**M2 wires**

Drawn at 8 px/um. Cells faint in the background.
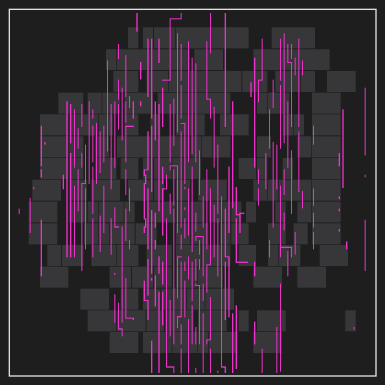
**Clock routing**

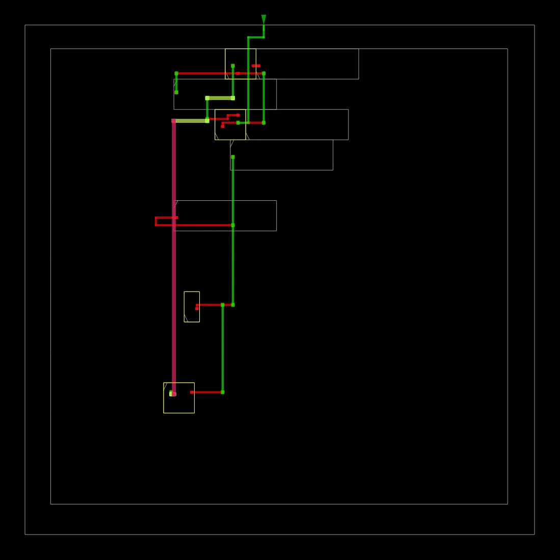
**Placed cells, one colour a class**

Drawn at 8 px/um. Fill, decap, tap and diode cells in grey.
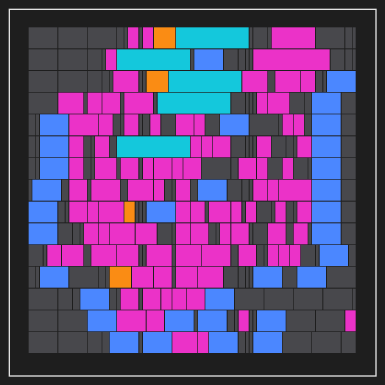
### config.mk
export PLATFORM = sky130hd
export DESIGN_NAME = mc_control_fsm_flat
export DESIGN_NICKNAME = d
export VERILOG_FILES = /design/src/rtl/mc_control_fsm_if.sv /design/src/rtl/mc_control_fsm.sv /design/src/flat_wrapper.sv
export SDC_FILE = /design/constraint.sdc
export NUM_CORES = 1
export LEC_CHECK = 0
export CORE_MARGIN = 2
export CORE_UTILIZATION = 44
export CTS_CLUSTER_DIAMETER = 80
export CTS_CLUSTER_SIZE = 24
export DETAILED_ROUTE_END_ITERATION = 10
export PLACE_DENSITY = 0.85
export SYNTH_ARGS = -nofsm -noshare
export SYNTH_HDL_FRONTEND = slang
export SYNTH_SLANG_ARGS = --single-unit
### constraint.sdc
create_clock -name clk -period 4.3 [get_ports clk]
set_input_delay 0.43 -clock clk [delete_from_list [all_inputs] [get_ports clk]]
set_output_delay 0.43 -clock clk [all_outputs]
set_load 0.005 [all_outputs]
### src/rtl/mc_control_fsm_if.sv
// Control bundle between the multi-cycle sequencer (master) and the datapath (slave):
// instruction fields and status flow in, mux selects and enables flow out.
interface mc_control_fsm_if;
    logic [5:0] opcode;
    logic [5:0] funct;
    logic       zero;
    logic       mem_ready;

    logic       pc_write;
    logic       pc_write_cond;
    logic       iord;
    logic       mem_read;
    logic       mem_write;
    logic       ir_write;
    logic       reg_dst;
    logic       mem_to_reg;
    logic       reg_write;
    logic       alu_src_a;
    logic [1:0] alu_src_b;
    logic       ext_zero;
    logic [1:0] pc_source;
    logic [3:0] alu_op;
    logic       illegal_op;

    modport master (
        input  opcode, funct, zero, mem_ready,
        output pc_write, pc_write_cond, iord, mem_read, mem_write, ir_write,
               reg_dst, mem_to_reg, reg_write, alu_src_a, alu_src_b, ext_zero,
               pc_source, alu_op, illegal_op
    );

    modport slave (
        output opcode, funct, zero, mem_ready,
        input  pc_write, pc_write_cond, iord, mem_read, mem_write, ir_write,
               reg_dst, mem_to_reg, reg_write, alu_src_a, alu_src_b, ext_zero,
               pc_source, alu_op, illegal_op
    );
endinterface

### src/rtl/mc_control_fsm.sv
// Multi-cycle MIPS control sequencer (fetch/decode/execute/memory/write-back).
// Optional macro IMM_LOGIC_EN adds andi/ori/xori through the immediate path.
module mc_control_fsm (
    input  logic             clk,
    input  logic             rst_n,
    mc_control_fsm_if.master bus
);

    localparam logic [3:0] S_FETCH    = 4'd0;
    localparam logic [3:0] S_DECODE   = 4'd1;
    localparam logic [3:0] S_MEM_ADDR = 4'd2;
    localparam logic [3:0] S_MEM_RD   = 4'd3;
    localparam logic [3:0] S_MEM_WB   = 4'd4;
    localparam logic [3:0] S_MEM_WR   = 4'd5;
    localparam logic [3:0] S_R_EXEC   = 4'd6;
    localparam logic [3:0] S_R_WB     = 4'd7;
    localparam logic [3:0] S_I_EXEC   = 4'd8;
    localparam logic [3:0] S_I_WB     = 4'd9;
    localparam logic [3:0] S_BRANCH   = 4'd10;
    localparam logic [3:0] S_JUMP     = 4'd11;

    localparam logic [5:0] OP_RTYPE = 6'h00;
    localparam logic [5:0] OP_J     = 6'h02;
    localparam logic [5:0] OP_BEQ   = 6'h04;
    localparam logic [5:0] OP_ADDI  = 6'h08;
    localparam logic [5:0] OP_LW    = 6'h23;
    localparam logic [5:0] OP_SW    = 6'h2B;
`ifdef IMM_LOGIC_EN
    localparam logic [5:0] OP_ANDI  = 6'h0C;
    localparam logic [5:0] OP_ORI   = 6'h0D;
    localparam logic [5:0] OP_XORI  = 6'h0E;
`endif

    localparam logic [3:0] ALU_ADD = 4'b0000;
    localparam logic [3:0] ALU_SUB = 4'b0001;
    localparam logic [3:0] ALU_SLT = 4'b0010;
    localparam logic [3:0] ALU_AND = 4'b0100;
    localparam logic [3:0] ALU_OR  = 4'b0101;
    localparam logic [3:0] ALU_XOR = 4'b0110;
    localparam logic [3:0] ALU_NOR = 4'b0111;

    logic [3:0] state_q, state_d;
    logic       run_q, run_d;

    // Returns {legal, alu_op} for an R-type funct field.
    function automatic logic [4:0] r_decode(input logic [5:0] f);
        case (f)
            6'h20:   r_decode = {1'b1, ALU_ADD};
            6'h22:   r_decode = {1'b1, ALU_SUB};
            6'h24:   r_decode = {1'b1, ALU_AND};
            6'h25:   r_decode = {1'b1, ALU_OR};
            6'h26:   r_decode = {1'b1, ALU_XOR};
            6'h27:   r_decode = {1'b1, ALU_NOR};
            6'h2A:   r_decode = {1'b1, ALU_SLT};
            default: r_decode = {1'b0, ALU_ADD};
        endcase
    endfunction

    // Returns {ext_zero, alu_op} for an immediate-format ALU instruction.
    function automatic logic [4:0] i_decode(input logic [5:0] op);
`ifdef IMM_LOGIC_EN
        case (op)
            OP_ANDI: i_decode = {1'b1, ALU_AND};
            OP_ORI:  i_decode = {1'b1, ALU_OR};
            OP_XORI: i_decode = {1'b1, ALU_XOR};
            default: i_decode = {1'b0, ALU_ADD};
        endcase
`else
        i_decode = (op == OP_ADDI) ? {1'b0, ALU_ADD} : {1'b0, ALU_ADD};
`endif
    endfunction

    // run_q holds the datapath quiet until the first clock edge after reset
    // release, so outputs are all-zero throughout reset regardless of state.
    always_ff @(posedge clk or negedge rst_n) begin
        if (!rst_n) begin
            state_q <= S_FETCH;
            run_q   <= 1'b0;
        end else begin
            state_q <= state_d;
            run_q   <= run_d;
        end
    end

    assign run_d = 1'b1;

    always_comb begin
        logic [4:0] r_dec;
        logic [4:0] i_dec;

        r_dec = r_decode(bus.funct);
        i_dec = i_decode(bus.opcode);

        state_d            = state_q;
        bus.pc_write       = 1'b0;
        bus.pc_write_cond  = 1'b0;
        bus.iord           = 1'b0;
        bus.mem_read       = 1'b0;
        bus.mem_write      = 1'b0;
        bus.ir_write       = 1'b0;
        bus.reg_dst        = 1'b0;
        bus.mem_to_reg     = 1'b0;
        bus.reg_write      = 1'b0;
        bus.alu_src_a      = 1'b0;
        bus.alu_src_b      = 2'd0;
        bus.ext_zero       = 1'b0;
        bus.pc_source      = 2'd0;
        bus.alu_op         = ALU_ADD;
        bus.illegal_op     = 1'b0;

        if (run_q) begin
            case (state_q)
                S_FETCH: begin
                    bus.mem_read  = 1'b1;
                    bus.alu_src_b = 2'd1;
                    bus.ir_write  = bus.mem_ready;
                    bus.pc_write  = bus.mem_ready;
                    if (bus.mem_ready) state_d = S_DECODE;
                end
                S_DECODE: begin
                    // ALU precomputes the branch target into ALUOut here.
                    bus.alu_src_b = 2'd3;
                    case (bus.opcode)
                        OP_RTYPE:     state_d = S_R_EXEC;
                        OP_LW, OP_SW: state_d = S_MEM_ADDR;
                        OP_BEQ:       state_d = S_BRANCH;
                        OP_J:         state_d = S_JUMP;
                        OP_ADDI:      state_d = S_I_EXEC;
`ifdef IMM_LOGIC_EN
                        OP_ANDI, OP_ORI, OP_XORI: state_d = S_I_EXEC;
`endif
                        default: begin
                            bus.illegal_op = 1'b1;
                            state_d        = S_FETCH;
                        end
                    endcase
                end
                S_MEM_ADDR: begin
                    bus.alu_src_a = 1'b1;
                    bus.alu_src_b = 2'd2;
                    state_d       = (bus.opcode == OP_SW) ? S_MEM_WR : S_MEM_RD;
                end
                S_MEM_RD: begin
                    bus.mem_read = 1'b1;
                    bus.iord     = 1'b1;
                    if (bus.mem_ready) state_d = S_MEM_WB;
                end
                S_MEM_WB: begin
                    bus.reg_write  = 1'b1;
                    bus.mem_to_reg = 1'b1;
                    state_d        = S_FETCH;
                end
                S_MEM_WR: begin
                    bus.mem_write = 1'b1;
                    bus.iord      = 1'b1;
                    if (bus.mem_ready) state_d = S_FETCH;
                end
                S_R_EXEC: begin
                    bus.alu_src_a = 1'b1;
                    bus.alu_op    = r_dec[3:0];
                    if (r_dec[4]) begin
                        state_d = S_R_WB;
                    end else begin
                        bus.illegal_op = 1'b1;
                        state_d        = S_FETCH;
                    end
                end
                S_R_WB: begin
                    bus.reg_write = 1'b1;
                    bus.reg_dst   = 1'b1;
                    state_d       = S_FETCH;
                end
                S_I_EXEC: begin
                    bus.alu_src_a = 1'b1;
                    bus.alu_src_b = 2'd2;
                    bus.ext_zero  = i_dec[4];
                    bus.alu_op    = i_dec[3:0];
                    state_d       = S_I_WB;
                end
                S_I_WB: begin
                    bus.reg_write = 1'b1;
                    state_d       = S_FETCH;
                end
                S_BRANCH: begin
                    bus.alu_src_a     = 1'b1;
                    bus.alu_op        = ALU_SUB;
                    bus.pc_write_cond = 1'b1;
                    bus.pc_source     = 2'd1;
                    state_d           = S_FETCH;
                end
                S_JUMP: begin
                    bus.pc_write  = 1'b1;
                    bus.pc_source = 2'd2;
                    state_d       = S_FETCH;
                end
                default: state_d = S_FETCH;
            endcase
        end
    end

endmodule

### src/flat_wrapper.sv
// flat-port wrapper written by rule: the top's interface ports become plain ports
module mc_control_fsm_flat 
  (clk, rst_n, bus_opcode, bus_funct, bus_zero, bus_mem_ready, bus_pc_write, bus_pc_write_cond, bus_iord, bus_mem_read, bus_mem_write, bus_ir_write, bus_reg_dst, bus_mem_to_reg, bus_reg_write, bus_alu_src_a, bus_alu_src_b, bus_ext_zero, bus_pc_source, bus_alu_op, bus_illegal_op);
  mc_control_fsm_if bus_i ();
  input  logic clk;
  input  logic rst_n;
  input wire logic [$bits(bus_i.opcode)-1:0] bus_opcode;
  input wire logic [$bits(bus_i.funct)-1:0] bus_funct;
  input wire logic [$bits(bus_i.zero)-1:0] bus_zero;
  input wire logic [$bits(bus_i.mem_ready)-1:0] bus_mem_ready;
  output wire logic [$bits(bus_i.pc_write)-1:0] bus_pc_write;
  output wire logic [$bits(bus_i.pc_write_cond)-1:0] bus_pc_write_cond;
  output wire logic [$bits(bus_i.iord)-1:0] bus_iord;
  output wire logic [$bits(bus_i.mem_read)-1:0] bus_mem_read;
  output wire logic [$bits(bus_i.mem_write)-1:0] bus_mem_write;
  output wire logic [$bits(bus_i.ir_write)-1:0] bus_ir_write;
  output wire logic [$bits(bus_i.reg_dst)-1:0] bus_reg_dst;
  output wire logic [$bits(bus_i.mem_to_reg)-1:0] bus_mem_to_reg;
  output wire logic [$bits(bus_i.reg_write)-1:0] bus_reg_write;
  output wire logic [$bits(bus_i.alu_src_a)-1:0] bus_alu_src_a;
  output wire logic [$bits(bus_i.alu_src_b)-1:0] bus_alu_src_b;
  output wire logic [$bits(bus_i.ext_zero)-1:0] bus_ext_zero;
  output wire logic [$bits(bus_i.pc_source)-1:0] bus_pc_source;
  output wire logic [$bits(bus_i.alu_op)-1:0] bus_alu_op;
  output wire logic [$bits(bus_i.illegal_op)-1:0] bus_illegal_op;
  assign bus_i.opcode = bus_opcode;
  assign bus_i.funct = bus_funct;
  assign bus_i.zero = bus_zero;
  assign bus_i.mem_ready = bus_mem_ready;
  assign bus_pc_write = bus_i.pc_write;
  assign bus_pc_write_cond = bus_i.pc_write_cond;
  assign bus_iord = bus_i.iord;
  assign bus_mem_read = bus_i.mem_read;
  assign bus_mem_write = bus_i.mem_write;
  assign bus_ir_write = bus_i.ir_write;
  assign bus_reg_dst = bus_i.reg_dst;
  assign bus_mem_to_reg = bus_i.mem_to_reg;
  assign bus_reg_write = bus_i.reg_write;
  assign bus_alu_src_a = bus_i.alu_src_a;
  assign bus_alu_src_b = bus_i.alu_src_b;
  assign bus_ext_zero = bus_i.ext_zero;
  assign bus_pc_source = bus_i.pc_source;
  assign bus_alu_op = bus_i.alu_op;
  assign bus_illegal_op = bus_i.illegal_op;
  mc_control_fsm u_core (.clk(clk), .rst_n(rst_n), .bus(bus_i));
endmodule
==> metrics.yaml <==
synth:
  ys_area_um2: 763
  ys_seq_share_pct: 16.4
  synth-seq-cells: 5
  synth_compound_gate_area_share_pct: 29.0
  synth.lib_cells_used.distinct: 40
  netlist_top_cells_area: "sky130_fd_sc_hd__dfrtp_1, sky130_fd_sc_hd__nor2_1, sky130_fd_sc_hd__nand2b_1"
  share_of_the_synthesized_area_in_the_top_cell_type_pct: 16.4
sta:
  hold_viol: 0
  fin_crit_ps: 2820
  worst-slew-pin-transition_ps: 593
detailed_routing:
  ant_nets: 0
  drt_iter0_drc: 33
  wl_met3_um: 113
  wl_met2_um: 1070
  drcViolationCount: 0
clock_tree:
  ctsHoldBuffers: 0
critical_path:
  critPathCaptureType: "output pin"
  worstSetupStartpointType: "flop"
  crit_path_start: "u_core.state_q[1]$_DFFE_PN0P_"
cells_and_area:
  biggestRegsByFlops: "u_core.state_q (4), u_core.run_q (1)"
  nClkBuffers: 4
  clockNetworkAreaShare_pct: 2.44
  area_dominant_class: "combinational gates"
  fill_cells: 155
  final_common_cell: "sky130_fd_sc_hd__clkdlybuf4s50_1"
  nNonClkBuffers: 32
  logic_gate_count: 91
  postLayoutCellArea_um2: 1080
run_status:
  status: "completed"
placed_design:
  preCtsSetupSlack_ps: 1510
power_and_ir_drop:
  p_clk_share_pct: 15.5
  vdd_drop_max_v: 0.000249
  switching_power_w: 0.000169
  gate_power_share_pct: 56.8
hold_path:
  min-delay-path-class: "input port to async pin"
About 'M2 wires':
main direction: vertical
longest straight run: 21.2 um
routed vias: 903
total wire length: 2090 um
met2 routing resource usage after global routing: 35.8%

About 'clock routing':
clock sinks: 5
number of CTS-inserted buffers: 3
Latency at later pin: 260 ps

About 'placed cells, one colour a class':
| colour | class | cells | share of their area |
|---|---|---|---|
| blue | remaining buffers and delay cells | 32 | 30% |
| orange | clock drivers and dummy loads | 4 | 2.5% |
| cyan | sequential cells | 5 | 12% |
| magenta | combinational and other logic | 94 | 55% |

